File: src/rtl/control_sequencer_pkg.sv
// Shared encodings for the control sequencer: FSM states, control-word mux selects
// and the fixed control words driven outside EXECUTE/MEM_WAIT.
package control_sequencer_pkg;

    localparam int CW_W       = 47;
    localparam int CW_MEM_BIT = 10;

    typedef enum logic [2:0] {
        ST_FETCH    = 3'd0,
        ST_DECODE   = 3'd1,
        ST_EXECUTE  = 3'd2,
        ST_MEM_WAIT = 3'd3,
        ST_HALTED   = 3'd4,
        ST_FAULT    = 3'd5
    } seqState_t;

    typedef enum logic [1:0] {
        SEL_IF   = 2'd0,
        SEL_EXEC = 2'd1,
        SEL_NOP  = 2'd2,
        SEL_HALT = 2'd3
    } cwSel_t;

    // Field layout: [1:0] PC select, [2] PC load, [3] instruction load, [10] memory access, [46] halt.
    localparam logic [CW_W-1:0] CW_FETCH = 47'h0000_0000_000D;
    localparam logic [CW_W-1:0] CW_NOP   = '0;
    localparam logic [CW_W-1:0] CW_HALT  = 47'h4000_0000_0000;

    function automatic cwSel_t selForState(input seqState_t s);
        case (s)
            ST_FETCH:                return SEL_IF;
            ST_EXECUTE, ST_MEM_WAIT: return SEL_EXEC;
            ST_HALTED, ST_FAULT:     return SEL_HALT;
            default:                 return SEL_NOP;
        endcase
    endfunction

endpackage

File: src/rtl/control_sequencer_cw_mux.sv
// 4:1 control-word mux selecting the word presented to the datapath.
module control_sequencer_cw_mux
    import control_sequencer_pkg::*;
#(
    parameter int W = 47
) (
    input  cwSel_t         sel,
    input  logic [W-1:0]   cwIf,
    input  logic [W-1:0]   cwExec,
    input  logic [W-1:0]   cwNop,
    input  logic [W-1:0]   cwHalt,
    output logic [W-1:0]   cwOut
);

    always_comb begin
        cwOut = cwNop;
        case (sel)
            SEL_IF:   cwOut = cwIf;
            SEL_EXEC: cwOut = cwExec;
            SEL_NOP:  cwOut = cwNop;
            SEL_HALT: cwOut = cwHalt;
            default:  cwOut = cwNop;
        endcase
    end

endmodule

File: src/rtl/control_sequencer.sv
// Fetch/decode/execute control sequencer with retired-instruction counter.
// Define MEM_TIMEOUT_EN to enable the MEM_WAIT timeout that enters FAULT.
module control_sequencer
    import control_sequencer_pkg::*;
#(
    parameter int CW_W        = control_sequencer_pkg::CW_W,
    parameter int MEM_TIMEOUT = 15
) (
    input  logic            clock,
    input  logic            reset,
    input  logic            instr_valid,
    input  logic [CW_W-1:0] decoded_cw,
    input  logic            is_halt,
    input  logic            mem_ready,
    input  logic            run,
    output logic [CW_W-1:0] control_word,
    output logic [1:0]      cw_sel,
    output logic [2:0]      state,
    output logic [15:0]     retired,
    output logic            fault
);

`ifdef MEM_TIMEOUT_EN
    localparam bit TIMEOUT_EN = 1'b1;
`else
    localparam bit TIMEOUT_EN = 1'b0;
`endif

    localparam logic [3:0] WAIT_LIMIT = 4'(MEM_TIMEOUT - 1);

    seqState_t        stateQ, stateD;
    cwSel_t           cwSelQ;
    logic [CW_W-1:0]  cwHoldQ, cwHoldD;
    logic [15:0]      retiredQ;
    logic [3:0]       waitCntQ, waitCntD;
    logic             retireInc;

    always_comb begin
        stateD    = stateQ;
        cwHoldD   = cwHoldQ;
        waitCntD  = '0;
        retireInc = 1'b0;
        case (stateQ)
            ST_FETCH: begin
                if (instr_valid) stateD = ST_DECODE;
            end
            ST_DECODE: begin
                cwHoldD = decoded_cw;
                if (is_halt) begin
                    stateD    = ST_HALTED;
                    retireInc = 1'b1;
                end else begin
                    stateD = ST_EXECUTE;
                end
            end
            ST_EXECUTE: begin
                if (cwHoldQ[CW_MEM_BIT]) begin
                    stateD = ST_MEM_WAIT;
                end else begin
                    stateD    = ST_FETCH;
                    retireInc = 1'b1;
                end
            end
            ST_MEM_WAIT: begin
                // mem_ready outranks the timeout on the cycle the limit is reached
                if (mem_ready) begin
                    stateD    = ST_FETCH;
                    retireInc = 1'b1;
                end else if (TIMEOUT_EN && (waitCntQ == WAIT_LIMIT)) begin
                    stateD = ST_FAULT;
                end else begin
                    waitCntD = (waitCntQ == WAIT_LIMIT) ? waitCntQ : waitCntQ + 4'd1;
                end
            end
            ST_HALTED, ST_FAULT: begin
                if (run) stateD = ST_FETCH;
            end
            default: stateD = ST_FETCH;
        endcase
    end

    always_ff @(posedge clock) begin
        if (!reset) begin
            stateQ   <= ST_FETCH;
            cwSelQ   <= SEL_IF;
            cwHoldQ  <= CW_W'(CW_NOP);
            retiredQ <= '0;
            waitCntQ <= '0;
        end else begin
            stateQ   <= stateD;
            cwSelQ   <= selForState(stateD);
            cwHoldQ  <= cwHoldD;
            retiredQ <= retiredQ + 16'(retireInc);
            waitCntQ <= waitCntD;
        end
    end

    control_sequencer_cw_mux #(.W(CW_W)) cwMux (
        .sel    (cwSelQ),
        .cwIf   (CW_W'(CW_FETCH)),
        .cwExec (cwHoldQ),
        .cwNop  (CW_W'(CW_NOP)),
        .cwHalt (CW_W'(CW_HALT)),
        .cwOut  (control_word)
    );

    assign cw_sel  = cwSelQ;
    assign state   = stateQ;
    assign retired = retiredQ;

`ifdef MEM_TIMEOUT_EN
    assign fault = (stateQ == ST_FAULT);
`else
    assign fault = 1'b0;
`endif

endmodule

File: config.mk
export PLATFORM = sky130hd
export DESIGN_NAME = control_sequencer
export DESIGN_NICKNAME = d
export VERILOG_FILES = /design/src/rtl/control_sequencer_pkg.sv /design/src/rtl/control_sequencer_cw_mux.sv /design/src/rtl/control_sequencer.sv
export SDC_FILE = /design/constraint.sdc
export NUM_CORES = 1
export LEC_CHECK = 0
export ABC_AREA = 1
export ABC_CLOCK_PERIOD_IN_PS = 2900
export CAP_MARGIN = 40
export CELL_PAD_IN_SITES_DETAIL_PLACEMENT = 1
export CELL_PAD_IN_SITES_GLOBAL_PLACEMENT = 1
export CORE_MARGIN = 4
export CORE_UTILIZATION = 30
export DETAILED_ROUTE_END_ITERATION = 7
export PLACE_DENSITY = 0.78
export SLEW_MARGIN = 20
export SYNTH_ARGS = -nofsm -noshare
export SYNTH_HDL_FRONTEND = slang
export SYNTH_SLANG_ARGS = --single-unit
File: constraint.sdc
create_clock -name clock -period 2.9 [get_ports clock]
set_input_delay 0.58 -clock clock [delete_from_list [all_inputs] [get_ports clock]]
set_output_delay 0.58 -clock clock [all_outputs]
set_load 0.01 [all_outputs]
==> impl_metrics.json <==
{
  "crit_required_ns": 2.32,
  "cp-end-kind": "primary output",
  "inv_count": 69,
  "placedInstanceArea_um2": 4210,
  "nClkBuffers": 9,
  "largest_area_cell": "dfxtp_1",
  "top_power_group": "registers",
  "regArea_um2": 1360,
  "num-multi-input-gates": 252,
  "cts.path.max_buffers": 2,
  "cap_viol_max_count": 0,
  "maxSlewViolCount": 0,
  "critPathBufInv": 3,
  "drive_gt1_frac": 0.0718,
  "p_clk_w": 0.000963,
  "gr-total-overflow": 0,
  "synthTopLogicFamily": "AND-OR/OR-AND gates",
  "firstDrtPassIters": 5,
  "warnings": 26,
  "cp_num_cells": 5,
  "total_power_w": 0.00228,
  "drt-met1-wl_um": 4240,
  "crit_arrival_ns": 1.98,
  "cp-start-kind": "flop",
  "syn_nets": 465,
  "finalHoldViolations": 0,
  "die_y_um": 108,
  "grt_max_degree": 94,
  "clock_cell_area_share": 0.0550,
  "ys_sh_mux": 0,
  "crit_start": "cw_sel[1]",
  "ys_sh_xor": 0.00590,
  "simple_gate_area_frac": 0.190,
  "hp-class": "flop to flop",
  "largestClassByArea": "flip-flops and latches",
  "chipWidth_um": 108,
  "num_rows": 36,
  "reg2reg_from": "state[0]",
  "p_seq_w": 0.00102,
  "syn_inst": 410,
  "sh_seq_area": 0.304,
  "yosys-top-cells-count": "nor2_1, dfxtp_1, inv_1",
  "synth_area_um2": 2970,
  "ys_chip_area_um2": 2970,
  "ctsHoldBuffers": 0,
  "cts_tree": "done",
  "post_drt_wl_per_cell_um": 13.7,
  "h-tree-depth": 3,
  "most_common_cell": "nor2_1",
  "antenna_found_initial": 0,
  "cts_buffers": 9,
  "clk_pin_slew_worst_paths_ns": 0.08,
  "min_from": "cwHoldQ[18]",
  "comb-power_w": 0.000306,
  "r2r_slack_ns": 0.79,
  "port_buffers": 120,
  "wl_met3_um": 403,
  "vias_per_cell": 4.54,
  "ir_drop_mv": 0.271,
  "largest-register": "cwHoldQ",
  "cp-endpoint": "control_word[29]",
  "cts_resized": 0,
  "die_area_um2": 11600,
  "cp_max_fo": 40,
  "ys_sh_adder": 0.00842,
  "period_used_share": 0.881,
  "finalSetupViolCount": 0,
  "min_period_ns": 2.56,
  "synthTopCellsByArea": "dfxtp_1, nor2_1, a21oi_1",
  "first_iter_violations": 110,
  "buffers": 124,
  "top_area_frac": 0.458,
  "aoi_share": 0.198,
  "cellPowerDensity_nw_per_um2": 510,
  "power.internal_w": 0.00172,
  "bufAreaShareNonClock": 0.278,
  "post-route-util": 0.461,
  "dp_hpwl_um": 6740,
  "fp_util": 0.305,
  "outcome": "completed",
  "sequentialPowerShare": 0.444,
  "critPathSlowestCell": "clkdlybuf4s50_1",
  "routed.top_layer": "met4",
  "swShare": 0.247,
  "finClkSkew_ns": 0.00863,
  "holdPathEnd": "cwHoldQ[18]",
  "post-place-cells": 645,
  "grtUsageTotal": 0.160,
  "cts_setup_buffers": 0,
  "r2r_cells": 11,
  "synth_async_sr_flop_share": 0,
  "crit_family": "buffers and inverters",
  "grt_pass1_wl_um": 15100,
  "drc": 0,
  "logic_area_um2": 1200,
  "critPathKind": "flop to primary output",
  "yosysWarnings": 0,
  "rsz0062_at_grt": "false",
  "cts.sinks": 68,
  "diodes": 0,
  "whs_path_depth": 2,
  "fmax_mhz": 391,
  "synthFlopType": "dfxtp_1",
  "syn_area_per_cell_um2": 7.24
}
congestion_map.png
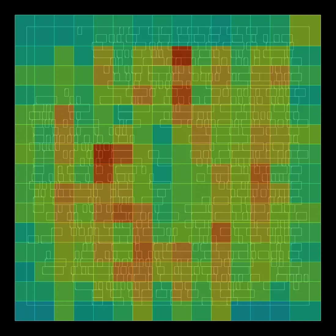
M1 GR Usage: 0.205
GRT Max-Usage Layer: met2

m2.png
Scale bar: 20 um.
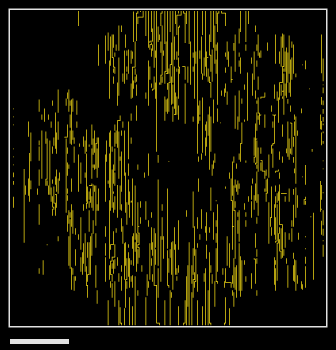
- longest straight run: 48.4 um
- main direction: vertical
- wire length on this layer: 4310 um
- nets with wire on the layer: 510

gates.png
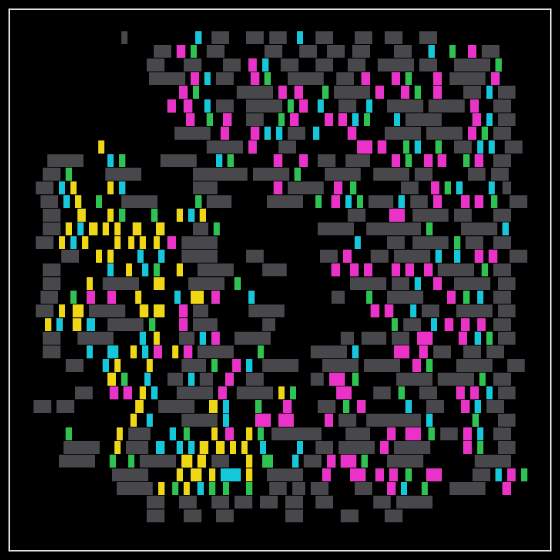
- aoi and oai cells: magenta (cells 107; most used a21oi_1)
- nor cells: cyan (cells 77; most used nor2_1; where widely spread)
- inv cells: green (cells 69; most used inv_1; where widely spread)
- nand cells: yellow (cells 62; most used nand2_1)
final non-filler cell total: 662
logic share of the area: 0.268
Commonest Layout Cell: clkdlybuf4s50_1

m3.png
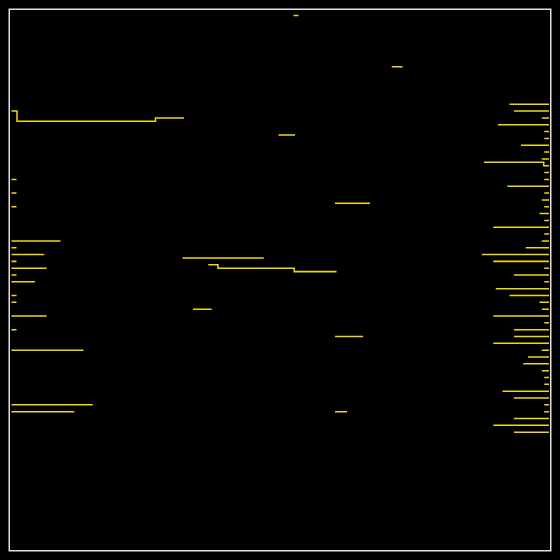
- nets with wire on the layer: 70
- share of all routed wire: 4.5%
- longest straight run: 27.6 um

ff_map.png
Scale bar: 20 um. Other cells in grey.
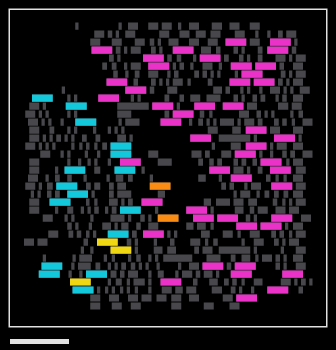
- `retired`: cyan (placed flops 16)
- `cwHoldQ`: magenta (placed flops 47)
- `state`: yellow (placed flops 3)
- `cw_sel`: orange (placed flops 2)

